[config.mk]
export PLATFORM = sky130hd
export DESIGN_NAME = bit_serializer
export DESIGN_NICKNAME = d
export VERILOG_FILES = /design/src/rtl/serdes_pkg.sv /design/src/rtl/bit_tick_gen.sv /design/src/rtl/bit_serializer.sv
export SDC_FILE = /design/constraint.sdc
export NUM_CORES = 1
export LEC_CHECK = 0
export CORE_UTILIZATION = 45
export DETAILED_ROUTE_END_ITERATION = 16
export DONT_BUFFER_PORTS = 1
export PLACE_DENSITY_LB_ADDON = 0.05
export SKIP_LAST_GASP = 1
export SLEW_MARGIN = 20
export SYNTH_ARGS = -nofsm -noshare
export SYNTH_HDL_FRONTEND = slang
export SYNTH_SLANG_ARGS = --single-unit
[constraint.sdc]
create_clock -name clk -period 2.4 [get_ports clk]
set_clock_uncertainty 0.2 [all_clocks]
set_input_delay 0.6 -clock clk [delete_from_list [all_inputs] [get_ports clk]]
set_output_delay 0.6 -clock clk [all_outputs]
set_load 0.02 [all_outputs]
[src/rtl/serdes_pkg.sv]
// Shared types and helpers for the serializer / deserializer family.
// Latency: none (declarations only).
// Backpressure: none (declarations only).
package serdes_pkg;

  typedef enum logic {
    IDLE  = 1'b0,
    SHIFT = 1'b1
  } ser_state_t;

  // Counter width helper. $clog2 gives 0 for n <= 1, and a counter that
  // only ever holds 0 or 1 still needs one bit.
  function automatic int clog2_min1(input int n);
    return (n <= 2) ? 1 : $clog2(n);
  endfunction

endpackage

[src/rtl/bit_tick_gen.sv]
// Modulo-DIV bit-period divider; flags the first and last clock of each period.
// Latency: flags are decodes of the counter register, valid in the same cycle.
// Backpressure: none; counts whenever run is high, clr has priority.
// Ports: clk, rst_n (async, active-low); clr restarts the period at 0;
//        run advances the counter; first = (count == 0); last = (count == DIV-1).
module bit_tick_gen
  import serdes_pkg::*;
#(
  parameter int DIV = 4
) (
  input  logic clk,
  input  logic rst_n,
  input  logic clr,
  input  logic run,
  output logic first,
  output logic last
);

  localparam int DW = clog2_min1(DIV);
  localparam logic [DW-1:0] LAST_CNT = DW'(DIV - 1);

  logic [DW-1:0] cnt;

  always_ff @(posedge clk or negedge rst_n) begin
    if (!rst_n) begin
      cnt <= '0;
    end else if (clr) begin
      cnt <= '0;
    end else if (run) begin
      cnt <= (cnt == LAST_CNT) ? '0 : cnt + 1'b1;
    end
  end

  assign first = (cnt == '0);
  assign last  = (cnt == LAST_CNT);

endmodule

[src/rtl/bit_serializer.sv]
// Parallel-to-serial feeder: one WIDTH-bit word out as WIDTH strobed bits, DIV clocks each.
// Latency: word accepted at edge T shows its first bit and strobe during cycle T+1.
// Backpressure: in_ready low while shifting, except in the last clock of the last bit.
// Ports: clk, rst_n (async, active-low); in_data/in_valid/in_ready word handshake;
//        out_d/out_en serial bit and its one-clock strobe; busy while shifting;
//        done pulses for one cycle after the final bit period of a word.
module bit_serializer
  import serdes_pkg::*;
#(
  parameter int WIDTH     = 8,
  parameter int DIV       = 4,
  parameter bit MSB_FIRST = 1'b1
) (
  input  logic             clk,
  input  logic             rst_n,
  input  logic [WIDTH-1:0] in_data,
  input  logic             in_valid,
  output logic             in_ready,
  output logic             out_d,
  output logic             out_en,
  output logic             busy,
  output logic             done
);

  localparam int BW = clog2_min1(WIDTH);
  localparam logic [BW-1:0] LAST_BIT = BW'(WIDTH - 1);

  ser_state_t       state;
  logic [WIDTH-1:0] shreg;
  logic [WIDTH-1:0] shreg_next;
  logic [BW-1:0]    bit_cnt;
  logic             in_shift;
  logic             tick_first;
  logic             tick_last;
  logic             word_end;
  logic             accept;

  function automatic logic head(input logic [WIDTH-1:0] v);
    return MSB_FIRST ? v[WIDTH-1] : v[0];
  endfunction

  assign in_shift   = (state == SHIFT);
  assign word_end   = in_shift && tick_last && (bit_cnt == LAST_BIT);
  // Opening the handshake in the final clock lets the next word follow with no gap.
  assign in_ready   = !in_shift || word_end;
  assign accept     = in_valid && in_ready;
  assign shreg_next = MSB_FIRST ? {shreg[WIDTH-2:0], 1'b0} : {1'b0, shreg[WIDTH-1:1]};

  bit_tick_gen #(
    .DIV (DIV)
  ) u_tick (
    .clk   (clk),
    .rst_n (rst_n),
    .clr   (accept),
    .run   (in_shift),
    .first (tick_first),
    .last  (tick_last)
  );

  // Both are pure decodes of flops (state, divider), so they carry no
  // combinational path from the inputs.
  assign busy   = in_shift;
  assign out_en = in_shift && tick_first;

  always_ff @(posedge clk or negedge rst_n) begin
    if (!rst_n) begin
      state   <= IDLE;
      shreg   <= '0;
      bit_cnt <= '0;
      out_d   <= 1'b0;
      done    <= 1'b0;
    end else begin
      done <= word_end;
      if (accept) begin
        state   <= SHIFT;
        shreg   <= in_data;
        bit_cnt <= '0;
        out_d   <= head(in_data);
      end else if (in_shift && tick_last) begin
        shreg <= shreg_next;
        if (word_end) begin
          // out_d keeps the final bit while idle.
          state   <= IDLE;
          bit_cnt <= '0;
        end else begin
          bit_cnt <= bit_cnt + 1'b1;
          out_d   <= head(shreg_next);
        end
      end
    end
  end

endmodule

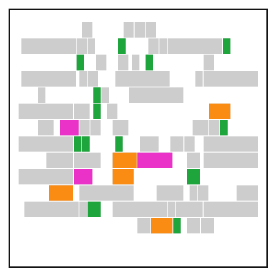
(images/gates.png)
(6 px per um)
Green marks nand cells, cells 13. Magenta marks non-inverting ao/oa cells, cells 3. Orange marks mux cells, cells 5.

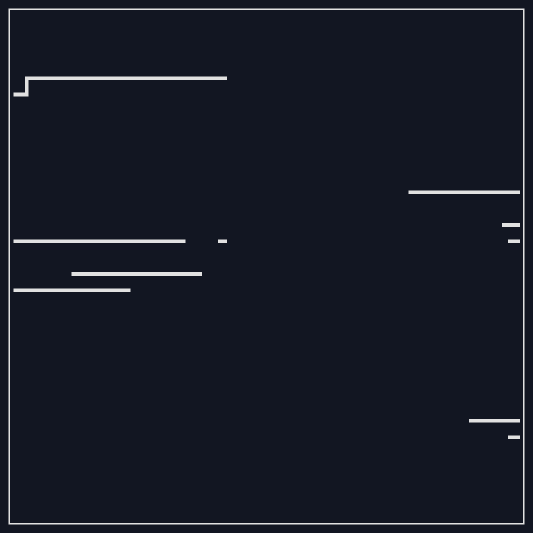
(images/m3.png)
(12 px per um)
The wires run mostly horizontal. The layer holds 5.9% of the routed length. 9 nets have wire on it.

## worst max path at each step
stage | from | end | cells past startpoint
2_1_floorplan | bit_cnt[0]$_DFFE_PN0P_ | shreg[0]$_DFFE_PN0P_ | 6
6_report | bit_cnt[0]$_DFFE_PN0P_ | in_ready | 3
3_5_place_dp | bit_cnt[0]$_DFFE_PN0P_ | out_d$_DFFE_PN0P_ | 6
3_3_place_gp | bit_cnt[0]$_DFFE_PN0P_ | out_d$_DFFE_PN0P_ | 6
5_1_grt | bit_cnt[0]$_DFFE_PN0P_ | in_ready | 3
4_1_cts | bit_cnt[0]$_DFFE_PN0P_ | in_ready | 3
## sequential cells by signal (all words and copies together), names as in the netlist
| name | flops |
|---|---|
| bit_cnt | 3 |
| busy | 1 |
| done | 1 |
| out_d | 1 |
| shreg | 7 |
| u_tick.cnt | 2 |
## critical path: stages (launching register included)
cell and delay (ns):
sky130_fd_sc_hd__dfrtp_1 0.39, sky130_fd_sc_hd__ha_1 0.20, sky130_fd_sc_hd__ha_1 0.21, sky130_fd_sc_hd__a21bo_4 0.27
## where the power goes
group,switching (mW),internal [mW]
clock,0.0724,0.0644
combinational,0.150,0.133
sequential,0.0709,0.352
total,0.293,0.549
## logic make-up (layout without fill, tap and decap cells)
group	count (synthesis)	after routing	synth area share, %
buffers and inverters	6	8	4.690
AOI/OAI and AO/OA	20	20	16.08
DFF	15	15	50.25
adders and majority gates	4	4	6.700
and+or+nand+nor	25	25	15.25
muxes	5	5	7.035
## cell type report
type                            count  area, sq um  share of cell area (%)
Sequential cell                    15        375.4                   47.92
Multi-Input combinational cell     54        336.6                   42.97
Clock buffer                        4        26.28                   3.355
Tap cell                           16        20.02                   2.556
Timing Repair Buffer                2        17.52                   2.236
Inverter                            2        7.507                  0.9585
==> summary.json <==
{
  "run_status": {
    "outcome": "complete, no violations"
  },
  "logic_synthesis": {
    "netlist_top_cells_area": "sky130_fd_sc_hd__dfrtp_1, sky130_fd_sc_hd__a21oi_1, sky130_fd_sc_hd__ha_1, sky130_fd_sc_hd__nand2_1, sky130_fd_sc_hd__mux2i_1",
    "yosys.stat.seqShare_pct": 50.25,
    "ys_chip_area_sq_um": 747.0,
    "yosysUniqueCellTypes": 23,
    "edf_count": 0,
    "ys.flop_type": "sky130_fd_sc_hd__dfrtp_1",
    "synth.cells.most_frequent": "sky130_fd_sc_hd__dfrtp_1, sky130_fd_sc_hd__a21oi_1, sky130_fd_sc_hd__nand2_1",
    "async_flop_share_pct": 100.0,
    "postSynthRegisterBits": 15,
    "syn_area_per_cell_sq_um": 9.960,
    "top_cell": "sky130_fd_sc_hd__dfrtp_1",
    "synth_area_leader_cell": "sky130_fd_sc_hd__dfrtp_1",
    "syn_inst": 75,
    "yosys_warnings": 0,
    "synthesized_area_sq_um": 747.0,
    "netlist.area_leader.share_pct": 50.25,
    "mappedNetlistNets": 90
  },
  "sta": {
    "grt_setup_unrepaired": "false",
    "timing.slew.headroom_pct": 56.42,
    "hold_ws_ns": 0.2234,
    "timing.final.crit_share_pct": 89.30,
    "timing.final.hold_violations": 0,
    "achievable-frequency_mhz": 466.6,
    "aggregate_negative_setup_slack_ns": 0,
    "layout_min_cycle_time_ns": 2.143,
    "fin_ws_ns": 0.2568,
    "finalMaxSlewViolations": 0
  },
  "critical_path": {
    "reg2reg_from": "bit_cnt[0]$_DFFE_PN0P_",
    "data_required_time_at_the_worst_endpoint_ns": 1.60,
    "rr_worst_depth": 6,
    "critical_path_peak_fanout": 6,
    "cp_data_arrival_time_ns": 1.34,
    "worst_setup_path_start_kind": "register",
    "setup.worst_path.end_class": "output pin",
    "terminus_of_the_critical_flop_to_flop_path": "out_d$_DFFE_PN0P_",
    "critical_path_class": "register to output pin",
    "reg2reg_setup_slack_ns": 0.51
  },
  "routing": {
    "detailed_route_drc_error_count": 0,
    "violation_tally_from_detailed_route_iteration_zero": 12,
    "ant_nets": 0,
    "vias_per_cell": 5.290,
    "detailroute.via_count": 492,
    "pre_antenna_drt_iters": 4,
    "wire_per_inst_um": 12.40,
    "highest-signal-layer": "met4",
    "routed_wl_mm": 1.153,
    "wl_met3_um": 68
  },
  "die": {
    "effective_utilization_at_floorplan_pct": 49.01,
    "fp.dieH_um": 42.74,
    "floorplan.die.width_um": 42.74,
    "boundaryPins": 16,
    "coreArea_sq_um": 1524,
    "chipArea_sq_um": 1827
  },
  "power": {
    "worst_ir_drop_vdd_mv": 0.6385,
    "pwr_density_cell_nw_per_um2": 1075,
    "power.leakage_nw": 0.3959,
    "design_power_total_mw": 0.8423
  },
  "clocking": {
    "worstSkewPairLatency_ns": 0.27,
    "cts_num_sinks": 15,
    "ctsHtreeMaxLevel": 1,
    "tritoncts": "done",
    "hold_buf_count_cts": 1,
    "cts_root_buf": "sky130_fd_sc_hd__clkbuf_4",
    "path_clk_slew_ns": 0.08,
    "ctsResizeCount": 0,
    "tritoncts.num_buffers": 3,
    "post_cts.repair.setup_buffers": 0
  },
  "placed_design": {
    "detailedPlace.worstSlack_ns": 0.4813,
    "routabilityCongestion": 0.7015,
    "buffer_ports.inserted": 0,
    "post_dp_cell_area_sq_um": 747.0,
    "hpwlAfterDp_um": 863.4
  },
  "global_routing": {
    "grt_first_pass_wirelength_mm": 2.042,
    "grt_overflow": 0,
    "use_met3_pct": 9.362,
    "grt_use_total_pct": 15.43,
    "grt_antenna_before_repair": 0,
    "global_route.usage.met2_pct": 21.82,
    "grt_start_max_net_pins": 16,
    "first_global_vias": 454
  },
  "cells_and_area": {
    "diodes": 0,
    "fillCellCount": 137,
    "num-nets-final": 93,
    "area_delta_synth_final_pct": 4.858,
    "postLayoutCellArea_sq_um": 783.3,
    "lay_top_cells": "sky130_fd_sc_hd__dfrtp_1, sky130_fd_sc_hd__a21oi_1, sky130_fd_sc_hd__nand2_1",
    "drive_above_1_share_pct": 10.39
  },
  "worst_hold_path": {
    "timing.hold.worst.start": "in_valid",
    "min_to": "u_tick.cnt[1]$_DFFE_PN0P_",
    "holdPathStages": 1
  },
  "run": {
    "warning_total_across_the_stage_logs": 27
  }
}
Power and IR drop assume default switching activity.
